Run 1, zoomed window:
The bar under the picture is 20 microns long. Region (0, 0) to (50, 50) microns. Cells in grey, sequential cells in the stronger grey; small squares are vias.
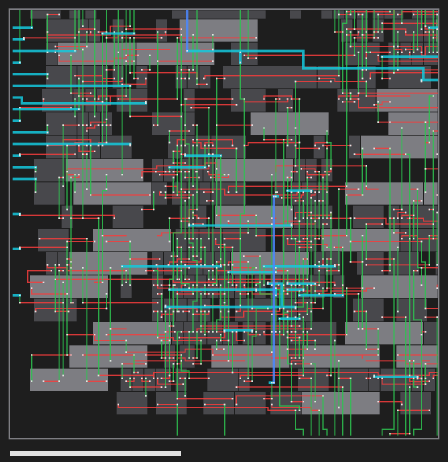
Run 1, cells coloured by class:
Fill, decap, tap and diode cells in grey.
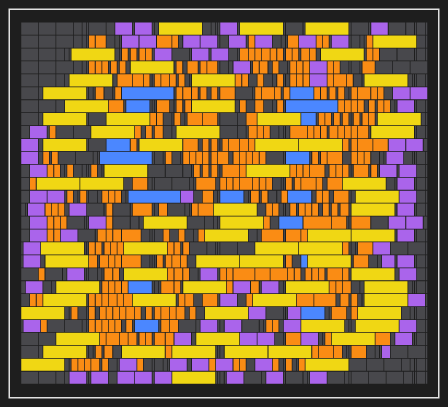
Run 1, placed standard cells:
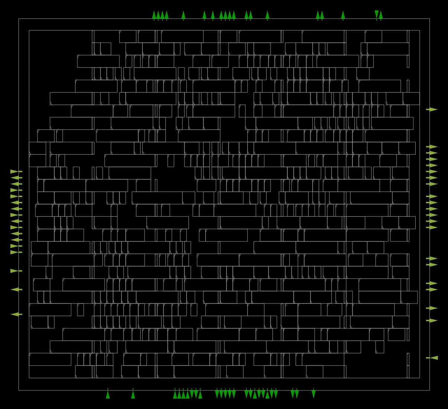
Run 1, where the registers sit:
Other sequential cells in the stronger grey, the rest of the logic in the fainter grey.
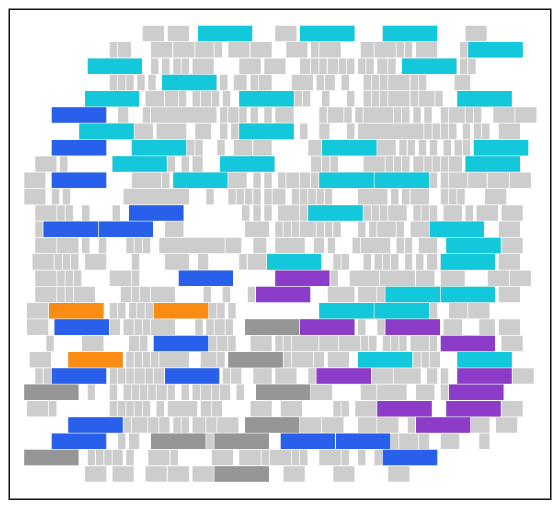
==> config.mk <==
export PLATFORM = sky130hd
export DESIGN_NAME = bip_control
export DESIGN_NICKNAME = d
export VERILOG_FILES = /design/src/rtl/bip_control.sv
export SDC_FILE = /design/constraint.sdc
export NUM_CORES = 1
export LEC_CHECK = 0
export ABC_AREA = 1
export CORE_ASPECT_RATIO = 0.9
export CORE_MARGIN = 2
export CORE_UTILIZATION = 54
export CTS_CLUSTER_SIZE = 24
export DETAILED_ROUTE_END_ITERATION = 8
export PLACE_DENSITY = 0.85
export SYNTH_ARGS = -nofsm -noshare
export SYNTH_HDL_FRONTEND = slang
export SYNTH_SLANG_ARGS = --single-unit
==> constraint.sdc <==
create_clock -name i_clock -period 2.8 [get_ports i_clock]
set_clock_uncertainty 0.05 [all_clocks]
set_input_delay 0.7 -clock i_clock [delete_from_list [all_inputs] [get_ports i_clock]]
set_output_delay 0.7 -clock i_clock [all_outputs]
set_load 0.05 [all_outputs]
==> changes_impl.md, run 1 <==
### Metrics

* Top power group: combinational logic
* Critical path required time at 2.05 ns
* Largest combinational cell category by area: simple AND/OR/NAND/NOR gates
* Crit Path Class: reg -> out
* Aoi share at 0.00695
* Worst path bufs/invs at 1
* Stages on the worst setup path at 1
* Syn_area_per_cell at 8.05 sq um
* Tot Pwr at 4.76 mW
* CP endpoint kind: output pin
* Worst min path class: in -> async
* Post-synthesis cell area at approximately 3600 sq um
* Nets at roughly 550
* Worst reg2reg path depth at 6
* Chip area at around 7300 sq um
* Placed Cells at roughly 610
* Synth cell types at 29
* Pleak at 2.25 nW
* Warnings from Yosys at 0
* Worst R2R Setup Slack at 0.80 ns
* Max reg flops at 32
* First-pass GRT wire length at around 14 mm
* Total gr overflow at 0
* Delay-heaviest family, CP: buffers and inverters
* RePlAce Congestion at 0.930
* Xor+xnor area frac at 0.0706
* Final WL at 8.72 mm
* Final critical-path share of the clock period at 0.863
* Status: finished clean
* Logic gate share of total power at 0.450
* # hold bufs at CTS at 0
* Port bufs at around 81
* Ys cells at between 400 and 500
* Core ar. at approximately 6500 sq um
* Int Power at around 2.6 mW
* Vias in the first global route at 3087
* Max-Cap Viols at 0
* Multiplexer share at 0
* Cts repair resizes at 0
* Adders+Majority by Area at 0.00695
* Post-synth seq share at 0.494
* # clock sinks at between 70 and 80
* CP max FO at 4
* Clk_lat worst skew at between 0.3 and 0.4 ns
* Wire per inst at 14.0 microns
* CP startpoint kind: flip-flop
-- 'zoomed window' (at the start) --
[met2] green
[met1] red
[met3] cyan
[met4] blue
cells with their middle in the window: 191
sequential cells in the window: 26
most frequent: nand2_1 (59), clkdlybuf4s50_1 (30), dfrtp_1 (26)

-- 'cells coloured by class' (at the start) --
[flip-flops] yellow | cells: 71 | share of their area: 39%
[all other logic] orange | cells: 360 | share of their area: 37%
[other buffers and delay cells] purple | cells: 84 | share of their area: 18%
[clock drivers and dummy loads] blue | cells: 16 | share of their area: 5.9%
final design area excluding fillers: 4690 sq um
fin util: 0.720
sequential cell area share: 0.379

-- 'placed standard cells' (at the start) --
Final Non-Filler Cells: 621
Std-Cell Rows: 28
Filler Cell Count: 483

-- 'where the registers sit' (at the start) --
[`o_pc_addr`] purple | flops: 11
[`o_cycles`] cyan | flops: 32
[`ir_q`] blue | flops: 16
[`state_q`] orange | flops: 3
Seq. cell area: 1780 sq um
sequential power: 1.53 mW

## run 1: cell usage after synthesis (all sizes together)
cell type,number,area share
nor2,60,0.070
or2,1,0.0017
buf,14,0.031
clkbuf,2,0.0021
nand3,27,0.039
inv,46,0.048
dfrtp,71,0.49
nor3,12,0.024
o21ai,3,0.0042
xor2,16,0.039
nand4,8,0.014
ha,2,0.0070
xnor2,13,0.032
nor3b,2,0.0056
nand2,161,0.17
nand3b,7,0.015
a21oi,2,0.0028
## run 1: layer usage
metal / vias up / GRT usage / wire (microns)
li1: 1529 / - / -
met1: 1500 / 0.325 / 3840
met2: 146 / 0.418 / 4210
met3: 11 / 0.0495 / 551
met4: 0 / 0.0908 / 116
met5: - / 0 / 0
## run 1: layout make-up
cell class / count / area, sq um
inverter: 46 / 173
sequential: 71 / 1780
tap: 90 / 113
clock inverter: 5 / 129
fill: 483 / 1820
multi-input combinational: 314 / 1530
clock buffer: 11 / 141
timing repair buffer: 84 / 828
## run 1: cells in the final DEF (no fill, tap or decap)
cell / count
nand3b_1: 7
nand3_1: 26
nor2_4: 3
or2_2: 1
o21ai_0: 2
xor2_1: 16
clkinv_4: 1
clkbuf_8: 10
nand2_1: 158
nor3_4: 1
buf_2: 1
nor3b_1: 1
nor3_2: 3
nor2_2: 1
nand2_2: 1
nor3_1: 8
clkdlybuf4s50_1: 80
ha_1: 2
nand2_4: 2
inv_2: 2
inv_1: 44
nand3_2: 1
o21ai_1: 1
bufinv_16: 4
nand4_1: 8
nor2_1: 56
nor3b_2: 1
clkbuf_1: 1
xnor2_1: 13
a21oi_1: 2
dfrtp_1: 71
buf_4: 3
--- run 2 (diff from run 1) ---
--- a/constraint.sdc
+++ b/constraint.sdc
@@ -4,2 +4,2 @@
 set_output_delay 0.7 -clock i_clock [all_outputs]
-set_load 0.05 [all_outputs]
+set_load 0.005 [all_outputs]
Run 2, wiring heat map:
The bar under the picture is 20 microns long. The die is cut into 18 by 16 equal tiles; black is low, pale yellow is high, scaled to the fullest tile. Values are wire area over tile area, all layers added.
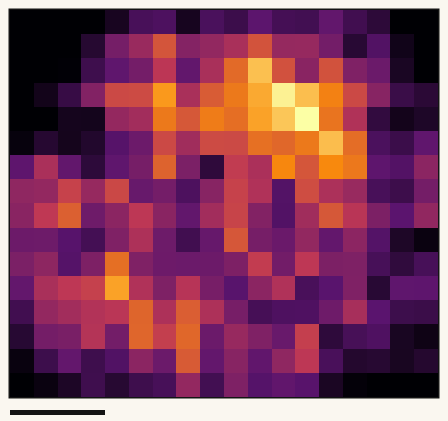
fullest tile: 0.56
tiles over half the peak: 21%
densest ninth of the die: top middle
mean over tiles: 0.18
final WL: 8.30 mm
Tot GR Track Use: 0.237
via count: 3126
wire per inst: 13.4 microns

Run 2, placed standard cells:
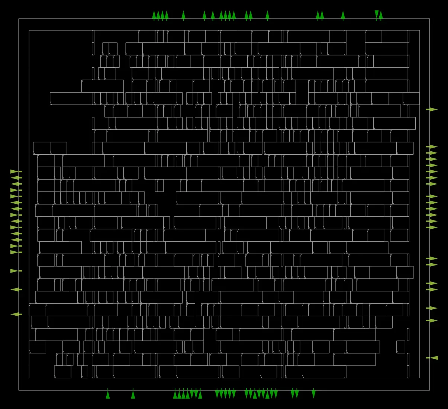
Filler Cell Count: 522
sequential cell area share: 0.382
Core ar.: 6520 sq um

==> changes_impl.md, run 2 <==
### Metrics

* Top-count cell post-synth: nand2_1
* Top cells by count: nand2_1, dfrtp_1, nor2_1
* Top cells excl fill/tap: nand2_1, clkdlybuf4s50_1, dfrtp_1
* Ys flop type: dfrtp_1
* Worst path bufs/invs at 1 (unchanged)
* Area share of the largest cell type after synthesis at 0.494 (unchanged)
* Crit Path Class: reg -> out
* Mapped Nets at 468
* Worst path slowest cell: clkdlybuf4s50_1
* Cts repair resizes at 0 (unchanged)
* Post-synth EDFFs at 0 (unchanged)
* Synth area leader: dfrtp_1
* Tool warnings at 26
* RePlAce Congestion at 0.950 (+2.2%)
* Seq. cell area at 1780 sq um (unchanged)
* Status: finished clean
* Die X at 90.0 microns
* Final critical-path share of the clock period at 0.761 (-0.102)
* Share of post-route cells with drive strength above 1 at 0.0643
* Vias in the first global route at 2896 (-6.2%)
* CP startpoint kind: flip-flop
* Std-Cell Rows at 28 (unchanged)
* Worst min path class: in -> async
* CTS tree: built
* Stages on the worst setup path at 1 (unchanged)
* Chip area at 7330 sq um (unchanged)
* # hold bufs at CTS at 0 (unchanged)
* Delay-heaviest family, CP: buffers and inverters
* CP endpoint kind: output pin
* Nets at 545 (-0.37%)
* Multi-input logic area at 1530 sq um (unchanged)
* Max Freq at between 400 and 500 MHz
* Warnings from Yosys at 0 (unchanged)
* DR vias/cell at 5.05
* Top cells by area: dfrtp_1, nand2_1, nor2_1
* # clock sinks at 71 (unchanged)
* Post-synth seq share at 0.494 (unchanged)
* Commonest non-fill, non-tap cell in the layout: nand2_1
* Port bufs at 81 (unchanged)
* Synth cell types at 29 (unchanged)
* ANT nets after route at 0
* Max-Cap Viols at 0 (unchanged)
* Async S/R FF share, synth at 1.00 (unchanged)
* Post-synthesis cell area at 3600 sq um (unchanged)
* Fp util at 0.552
* First-pass GRT wire length at 13.6 mm (-5.7%)
* Max reg flops at 32 (unchanged)
* 1st-iter DRT viols at 144
* Ys cells at 447 (unchanged)
* Worst R2R Setup Slack at 0.84 ns (+0.04 ns)
* CP max FO at 7 (+3)
* Syn_area_per_cell at 8.05 sq um (unchanged)
* Critical path required time at 2.05 ns (about the same)
* Worst reg2reg path depth at 9 (+3)
* Total gr overflow at 0 (unchanged)
* I/O pin count at approximately 80
* Clk_lat worst skew at 0.35 ns (about the same)
* Pleak at 2.22 nW (-1.2%)
==> run 2: cell counts after synthesis <==
Identical to the previous run, type by type.
==> run 2: kinds of logic after synthesis <==
| logic type | Yosys count | synth area share |
|---|---|---|
| AND-OR/OR-AND | 5 | 0.00695 |
| XOR/XNOR | 29 | 0.0706 |
| adder cells (fa/ha/maj) | 2 | 0.00695 |
| buffers and inverters | 62 | 0.0807 |
| flip-flops | 71 | 0.494 |
| AND/OR/NAND/NOR | 278 | 0.341 |
==> run 2: cell type report <==
| type | count | area share |
|---|---|---|
| sequential | 71 | 0.382 |
| inverter | 46 | 0.0371 |
| timing repair buffer | 82 | 0.178 |
| multi-input combinational | 314 | 0.329 |
| tap | 90 | 0.0242 |
| clock inverter | 5 | 0.0172 |
| clock buffer | 11 | 0.0326 |
==> run 2: through the flow <==
stage | total power, mW | instances | utilization | cell area, sq um
finish | 3.95 | 619 | 0.714 | 4650
global route | 4.22 | 619 | 0.714 | 4650
CTS | 3.97 | 619 | 0.714 | 4650
detailed placement | 3.02 | 603 | 0.678 | 4420
global placement | 2.96 | 603 | 0.678 | 4420
floorplan | 2.48 | 447 | - | 3600
==> run 2: layer usage <==
layer  vias up  part of all wire  global-route usage
li1       1523                 -                   -
met1      1480              0.45               0.306
met2       110              0.47               0.392
met3        13             0.065              0.0569
met4         0             0.017              0.0969
met5         -                 0                   0
==> run 2: power breakdown <==
part           switching, mW  internal, mW
logic                  0.830         0.647
registers              0.247          1.28
clock network          0.392         0.549
Power is estimated from default activity; no workload was simulated.
